## config.mk

```make
export PLATFORM = sky130hd
export DESIGN_NAME = fmul_pipe_flat
export DESIGN_NICKNAME = d
export VERILOG_FILES = /design/src/rtl/fpu_pkg.sv /design/src/rtl/fmul_pipe_if.sv /design/src/rtl/fp_mant_mult.sv /design/src/rtl/fmul_pipe.sv /design/src/flat_wrapper.sv
export SDC_FILE = /design/constraint.sdc
export NUM_CORES = 2
export LEC_CHECK = 0
export CELL_PAD_IN_SITES_DETAIL_PLACEMENT = 0
export CELL_PAD_IN_SITES_GLOBAL_PLACEMENT = 2
export CORE_UTILIZATION = 35
export DETAILED_ROUTE_END_ITERATION = 7
export GPL_TIMING_DRIVEN = 1
export PLACE_DENSITY = 0.71
export SLEW_MARGIN = 0
export SYNTH_ARGS = -nofsm -noshare
export SYNTH_HDL_FRONTEND = slang
export SYNTH_SLANG_ARGS = --single-unit
```

## constraint.sdc

```tcl
create_clock -name clk -period 7.39 [get_ports clk]
set_input_delay 1.8475 -clock clk [delete_from_list [all_inputs] [get_ports clk]]
set_output_delay 1.8475 -clock clk [all_outputs]
set_load 0.1 [all_outputs]
```

## src/rtl/fpu_pkg.sv

```systemverilog
// Shared FPU definitions: rounding-mode codes, flag bit positions, operand
// classes and the canonical quiet-NaN pattern for any exponent/fraction width.
package fpu_pkg;

  localparam logic [1:0] RM_RNE = 2'd0;
  localparam logic [1:0] RM_RTZ = 2'd1;
  localparam logic [1:0] RM_RUP = 2'd2;
  localparam logic [1:0] RM_RDN = 2'd3;

  localparam int FLG_INVALID   = 3;
  localparam int FLG_OVERFLOW  = 2;
  localparam int FLG_UNDERFLOW = 1;
  localparam int FLG_INEXACT   = 0;

  typedef enum logic [1:0] {
    CLS_ZERO,
    CLS_INF,
    CLS_NAN,
    CLS_NORM
  } fp_class_e;

  localparam int QNAN_MAX_W = 128;

  // Sign 0, exponent all ones, fraction MSB set; caller truncates to its width.
  function automatic logic [QNAN_MAX_W-1:0] canonical_qnan(input int expW, input int fracW);
    logic [QNAN_MAX_W-1:0] r;
    r = '0;
    for (int i = 0; i < QNAN_MAX_W; i++) begin
      r[i] = (i == fracW - 1) || ((i >= fracW) && (i < fracW + expW));
    end
    return r;
  endfunction

endpackage

```

## src/rtl/fmul_pipe_if.sv

```systemverilog
// Streaming operand/result bundle of the pipelined multiplier.
interface fmul_pipe_if #(
  parameter int EXP_W  = 8,
  parameter int FRAC_W = 23
);
  localparam int W = 1 + EXP_W + FRAC_W;

  logic         in_valid;
  logic         in_ready;
  logic [W-1:0] a;
  logic [W-1:0] b;
  logic [1:0]   rnd_mode;
  logic         out_valid;
  logic         out_ready;
  logic [W-1:0] result;
  logic [3:0]   flags;

  modport master (
    output in_valid, a, b, rnd_mode, out_ready,
    input  in_ready, out_valid, result, flags
  );

  modport slave (
    input  in_valid, a, b, rnd_mode, out_ready,
    output in_ready, out_valid, result, flags
  );
endinterface

```

## src/rtl/fp_mant_mult.sv

```systemverilog
// Unsigned WxW -> 2W mantissa multiplier, isolated so a DSP or Booth
// implementation can replace it without touching the pipeline.
module fp_mant_mult #(
  parameter int W = 24
) (
  input  logic [W-1:0]   a_i,
  input  logic [W-1:0]   b_i,
  output logic [2*W-1:0] p_o
);
  assign p_o = (2 * W)'(a_i) * (2 * W)'(b_i);
endmodule

```

## src/rtl/fmul_pipe.sv

```systemverilog
// Three-stage floating-point multiplier (classify / multiply / normalise-round)
// with a single global stall so every stage advances together.
module fmul_pipe
  import fpu_pkg::*;
#(
  parameter int EXP_W  = 8,
  parameter int FRAC_W = 23,
  parameter int BIAS   = 2 ** (EXP_W - 1) - 1
) (
  input logic        clk,
  input logic        rst,
  fmul_pipe_if.slave bus
);
  localparam int W   = 1 + EXP_W + FRAC_W;
  localparam int MW  = FRAC_W + 1;
  localparam int PW  = 2 * MW;
  localparam int EW2 = EXP_W + 2;
  localparam logic [W-1:0]          QNAN    = W'(canonical_qnan(EXP_W, FRAC_W));
  localparam logic signed [EW2-1:0] EXP_ONE = EW2'(1);
  localparam logic signed [EW2-1:0] EXP_MAX = EW2'(2 ** EXP_W - 1);

  function automatic fp_class_e classify(input logic [EXP_W-1:0] e, input logic [FRAC_W-1:0] f);
    if (e == '1) return (f == '0) ? CLS_INF : CLS_NAN;
    if (e == '0) return CLS_ZERO;
    return CLS_NORM;
  endfunction

  logic                  outValid_q;
  logic [W-1:0]          result_q, result_d;
  logic [3:0]            flags_q, flags_d;
  logic                  adv;

  logic                  s1Valid_q, s1Sign_q, s1Special_q, s1Invalid_q;
  logic signed [EW2-1:0] s1Exp_q;
  logic [MW-1:0]         s1Ma_q, s1Mb_q;
  logic [1:0]            s1Rm_q;
  logic [W-1:0]          s1SpecRes_q;

  logic                  s2Valid_q, s2Sign_q, s2Special_q, s2Invalid_q;
  logic signed [EW2-1:0] s2Exp_q;
  logic [PW-1:0]         s2Prod_q, prod_d;
  logic [1:0]            s2Rm_q;
  logic [W-1:0]          s2SpecRes_q;

  assign adv           = !outValid_q || bus.out_ready;
  assign bus.in_ready  = adv;
  assign bus.out_valid = outValid_q;
  assign bus.result    = result_q;
  assign bus.flags     = flags_q;

  logic                  sa, sb;
  logic [EXP_W-1:0]      ea, eb;
  logic [FRAC_W-1:0]     fa, fb;
  fp_class_e             ca, cb;
  logic                  sign_d, special_d, invalid_d;
  logic signed [EW2-1:0] expSum_d;
  logic [W-1:0]          specRes_d;

  assign {sa, ea, fa} = bus.a;
  assign {sb, eb, fb} = bus.b;
  assign ca = classify(ea, fa);
  assign cb = classify(eb, fb);

  // S1: special-case priority NaN > inf*0 > inf > zero; subnormals classify as zero
  always_comb begin
    sign_d    = sa ^ sb;
    expSum_d  = EW2'(ea) + EW2'(eb) - EW2'(BIAS);
    special_d = 1'b1;
    invalid_d = 1'b0;
    specRes_d = '0;
    if (ca == CLS_NAN || cb == CLS_NAN) begin
      specRes_d = QNAN;
      invalid_d = (ca == CLS_NAN && !fa[FRAC_W-1]) || (cb == CLS_NAN && !fb[FRAC_W-1]);
    end else if ((ca == CLS_INF && cb == CLS_ZERO) || (ca == CLS_ZERO && cb == CLS_INF)) begin
      specRes_d = QNAN;
      invalid_d = 1'b1;
    end else if (ca == CLS_INF || cb == CLS_INF) begin
      specRes_d = {sign_d, {EXP_W{1'b1}}, {FRAC_W{1'b0}}};
    end else if (ca == CLS_ZERO || cb == CLS_ZERO) begin
      specRes_d = {sign_d, {(W-1){1'b0}}};
    end else begin
      special_d = 1'b0;
    end
  end

  fp_mant_mult #(.W(MW)) uMantMult (
    .a_i(s1Ma_q),
    .b_i(s1Mb_q),
    .p_o(prod_d)
  );

  logic [FRAC_W-1:0]     mant, mantR;
  logic                  guard, sticky, inc, carry, toInf;
  logic signed [EW2-1:0] expN, expR;

  // S3: underflow judged on the normalised exponent, overflow after rounding
  always_comb begin
    expN = s2Exp_q + EW2'(s2Prod_q[PW-1]);
    if (s2Prod_q[PW-1]) begin
      mant   = s2Prod_q[PW-2 -: FRAC_W];
      guard  = s2Prod_q[PW-2-FRAC_W];
      sticky = |s2Prod_q[PW-3-FRAC_W:0];
    end else begin
      mant   = s2Prod_q[PW-3 -: FRAC_W];
      guard  = s2Prod_q[PW-3-FRAC_W];
      sticky = |s2Prod_q[PW-4-FRAC_W:0];
    end
    case (s2Rm_q)
      RM_RNE:  inc = guard & (sticky | mant[0]);
      RM_RTZ:  inc = 1'b0;
      RM_RUP:  inc = !s2Sign_q & (guard | sticky);
      default: inc = s2Sign_q & (guard | sticky);
    endcase
    {carry, mantR} = {1'b0, mant} + {{FRAC_W{1'b0}}, inc};
    expR  = expN + EW2'(carry);
    toInf = (s2Rm_q == RM_RNE) || (s2Rm_q == RM_RUP && !s2Sign_q) ||
            (s2Rm_q == RM_RDN && s2Sign_q);

    result_d = {s2Sign_q, expR[EXP_W-1:0], mantR};
    flags_d  = '0;
    flags_d[FLG_INEXACT] = guard | sticky;
    if (s2Special_q) begin
      result_d = s2SpecRes_q;
      flags_d  = '0;
      flags_d[FLG_INVALID] = s2Invalid_q;
    end else if (expN < EXP_ONE) begin
      result_d = {s2Sign_q, {(W-1){1'b0}}};
      flags_d[FLG_UNDERFLOW] = 1'b1;
      flags_d[FLG_INEXACT]   = 1'b1;
    end else if (expR >= EXP_MAX) begin
      result_d = toInf ? {s2Sign_q, {EXP_W{1'b1}}, {FRAC_W{1'b0}}}
                       : {s2Sign_q, {(EXP_W-1){1'b1}}, 1'b0, {FRAC_W{1'b1}}};
      flags_d[FLG_OVERFLOW] = 1'b1;
      flags_d[FLG_INEXACT]  = 1'b1;
    end
  end

  always_ff @(posedge clk) begin
    if (rst) begin
      s1Valid_q  <= 1'b0;
      s2Valid_q  <= 1'b0;
      outValid_q <= 1'b0;
      result_q   <= '0;
      flags_q    <= '0;
    end else if (adv) begin
      s1Valid_q  <= bus.in_valid;
      s2Valid_q  <= s1Valid_q;
      outValid_q <= s2Valid_q;
      result_q   <= result_d;
      flags_q    <= flags_d;
    end
  end

  always_ff @(posedge clk) begin
    if (adv) begin
      s1Sign_q    <= sign_d;
      s1Exp_q     <= expSum_d;
      s1Ma_q      <= {1'b1, fa};
      s1Mb_q      <= {1'b1, fb};
      s1Rm_q      <= bus.rnd_mode;
      s1Special_q <= special_d;
      s1SpecRes_q <= specRes_d;
      s1Invalid_q <= invalid_d;
      s2Sign_q    <= s1Sign_q;
      s2Exp_q     <= s1Exp_q;
      s2Prod_q    <= prod_d;
      s2Rm_q      <= s1Rm_q;
      s2Special_q <= s1Special_q;
      s2SpecRes_q <= s1SpecRes_q;
      s2Invalid_q <= s1Invalid_q;
    end
  end

endmodule

```

## src/flat_wrapper.sv

```systemverilog
// flat-port wrapper written by rule: the top's interface ports become plain ports
module fmul_pipe_flat import fpu_pkg::*;
#(
  parameter int EXP_W  = 8,
  parameter int FRAC_W = 23,
  parameter int BIAS   = 2 ** (EXP_W - 1) - 1
)
  (clk, rst, bus_in_valid, bus_a, bus_b, bus_rnd_mode, bus_out_ready, bus_in_ready, bus_out_valid, bus_result, bus_flags);
  fmul_pipe_if #(.EXP_W(EXP_W), .FRAC_W(FRAC_W)) bus_i ();
  input logic clk;
  input logic rst;
  input wire logic [$bits(bus_i.in_valid)-1:0] bus_in_valid;
  input wire logic [$bits(bus_i.a)-1:0] bus_a;
  input wire logic [$bits(bus_i.b)-1:0] bus_b;
  input wire logic [$bits(bus_i.rnd_mode)-1:0] bus_rnd_mode;
  input wire logic [$bits(bus_i.out_ready)-1:0] bus_out_ready;
  output wire logic [$bits(bus_i.in_ready)-1:0] bus_in_ready;
  output wire logic [$bits(bus_i.out_valid)-1:0] bus_out_valid;
  output wire logic [$bits(bus_i.result)-1:0] bus_result;
  output wire logic [$bits(bus_i.flags)-1:0] bus_flags;
  assign bus_i.in_valid = bus_in_valid;
  assign bus_i.a = bus_a;
  assign bus_i.b = bus_b;
  assign bus_i.rnd_mode = bus_rnd_mode;
  assign bus_i.out_ready = bus_out_ready;
  assign bus_in_ready = bus_i.in_ready;
  assign bus_out_valid = bus_i.out_valid;
  assign bus_result = bus_i.result;
  assign bus_flags = bus_i.flags;
  fmul_pipe #(.EXP_W(EXP_W), .FRAC_W(FRAC_W), .BIAS(BIAS)) u_core (.clk(clk), .rst(rst), .bus(bus_i));
endmodule
```

==> results.ini <==
[finish]
largest_reg_flops=48
syn_to_final_growth_pct=15.0
nClkBuffers=17
nFillCells=7388
inverters=585
final_cell_count_no_fill=3935

[grt]
use_met1_pct=26.7
grt-ovfl-total=0

[logic_synthesis]
synth.most_common_cell=inv_1
ys_area_mm2=0.0265
aoi_share_pct=6.10
numSynthFlops=169

[final_timing]
finalHoldViolations=0
skew_ns=0.0198
rsz0062_at_grt=yes
finalCritPeriodShare_pct=97.1

[min_path]
hold_class=register to register

[critical_path]
cp.buffers_inverters=5
cpMostUsedCell=fa_1
startpoint=u_core.s1Ma_q[15]$_DFFE_PP_
r2r_end=u_core.s2Prod_q[44]$_DFFE_PP_

[outcome]
outcome=completed

[clock_network]
cts_buffer_depth=2
htreeDepth=4

[die]
rows=100

[drt]
vias=19400
met2_length_um=37500
drt_first_pass_iters=5

[placement]
port_buffers=107

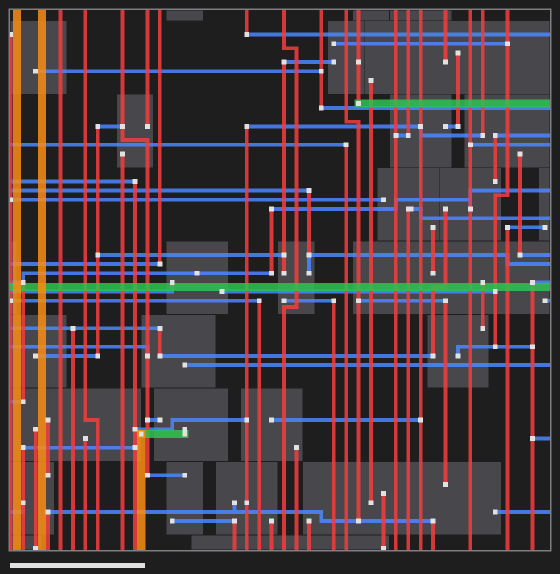
Fig. 1. Layout detail.
Scale bar: 5 µm. Region (198, 198) to (218, 218) µm. Cells in gray, sequential cells in the stronger gray; small squares are vias.
| color | layer |
|---|---|
| blue | metal 1 |
| red | metal 2 |
| green | metal 3 |
| orange | metal 4 |
cells with their middle in the window: 21
most frequent: and2_1 (8), fa_1 (4), buf_4 (4)
sequential cells in the window: 0

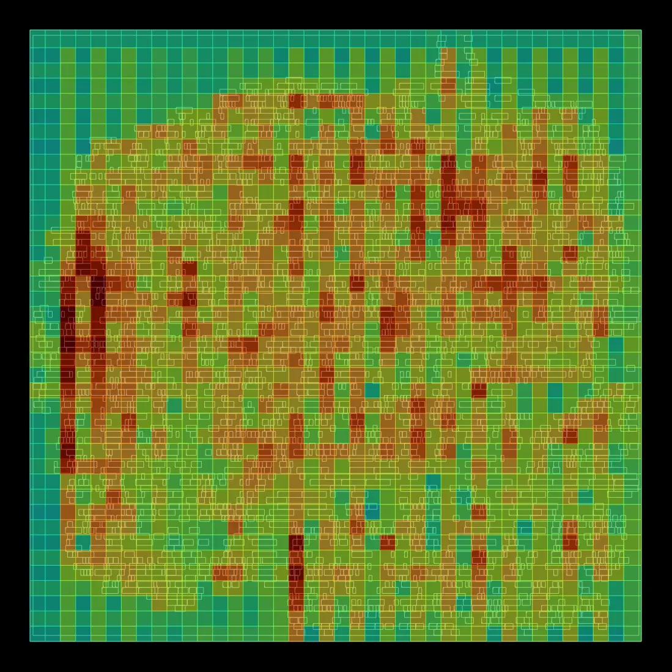
Fig. 2. Routing congestion map.
Final Util: 40.8%
per-cell routed wire length: 19.3 µm

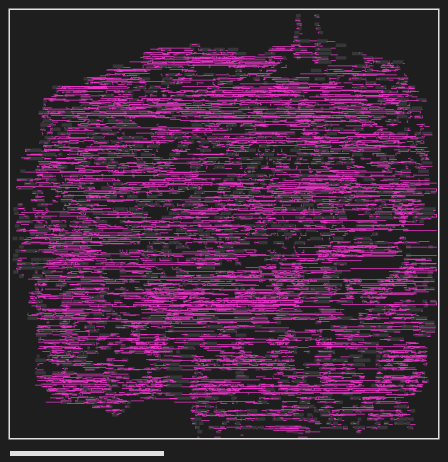
Fig. 3. Met1 routing.
Scale bar: 100 µm. Cells faint in the background.
longest straight run: 125 µm
wire length on this layer: 33.0 mm

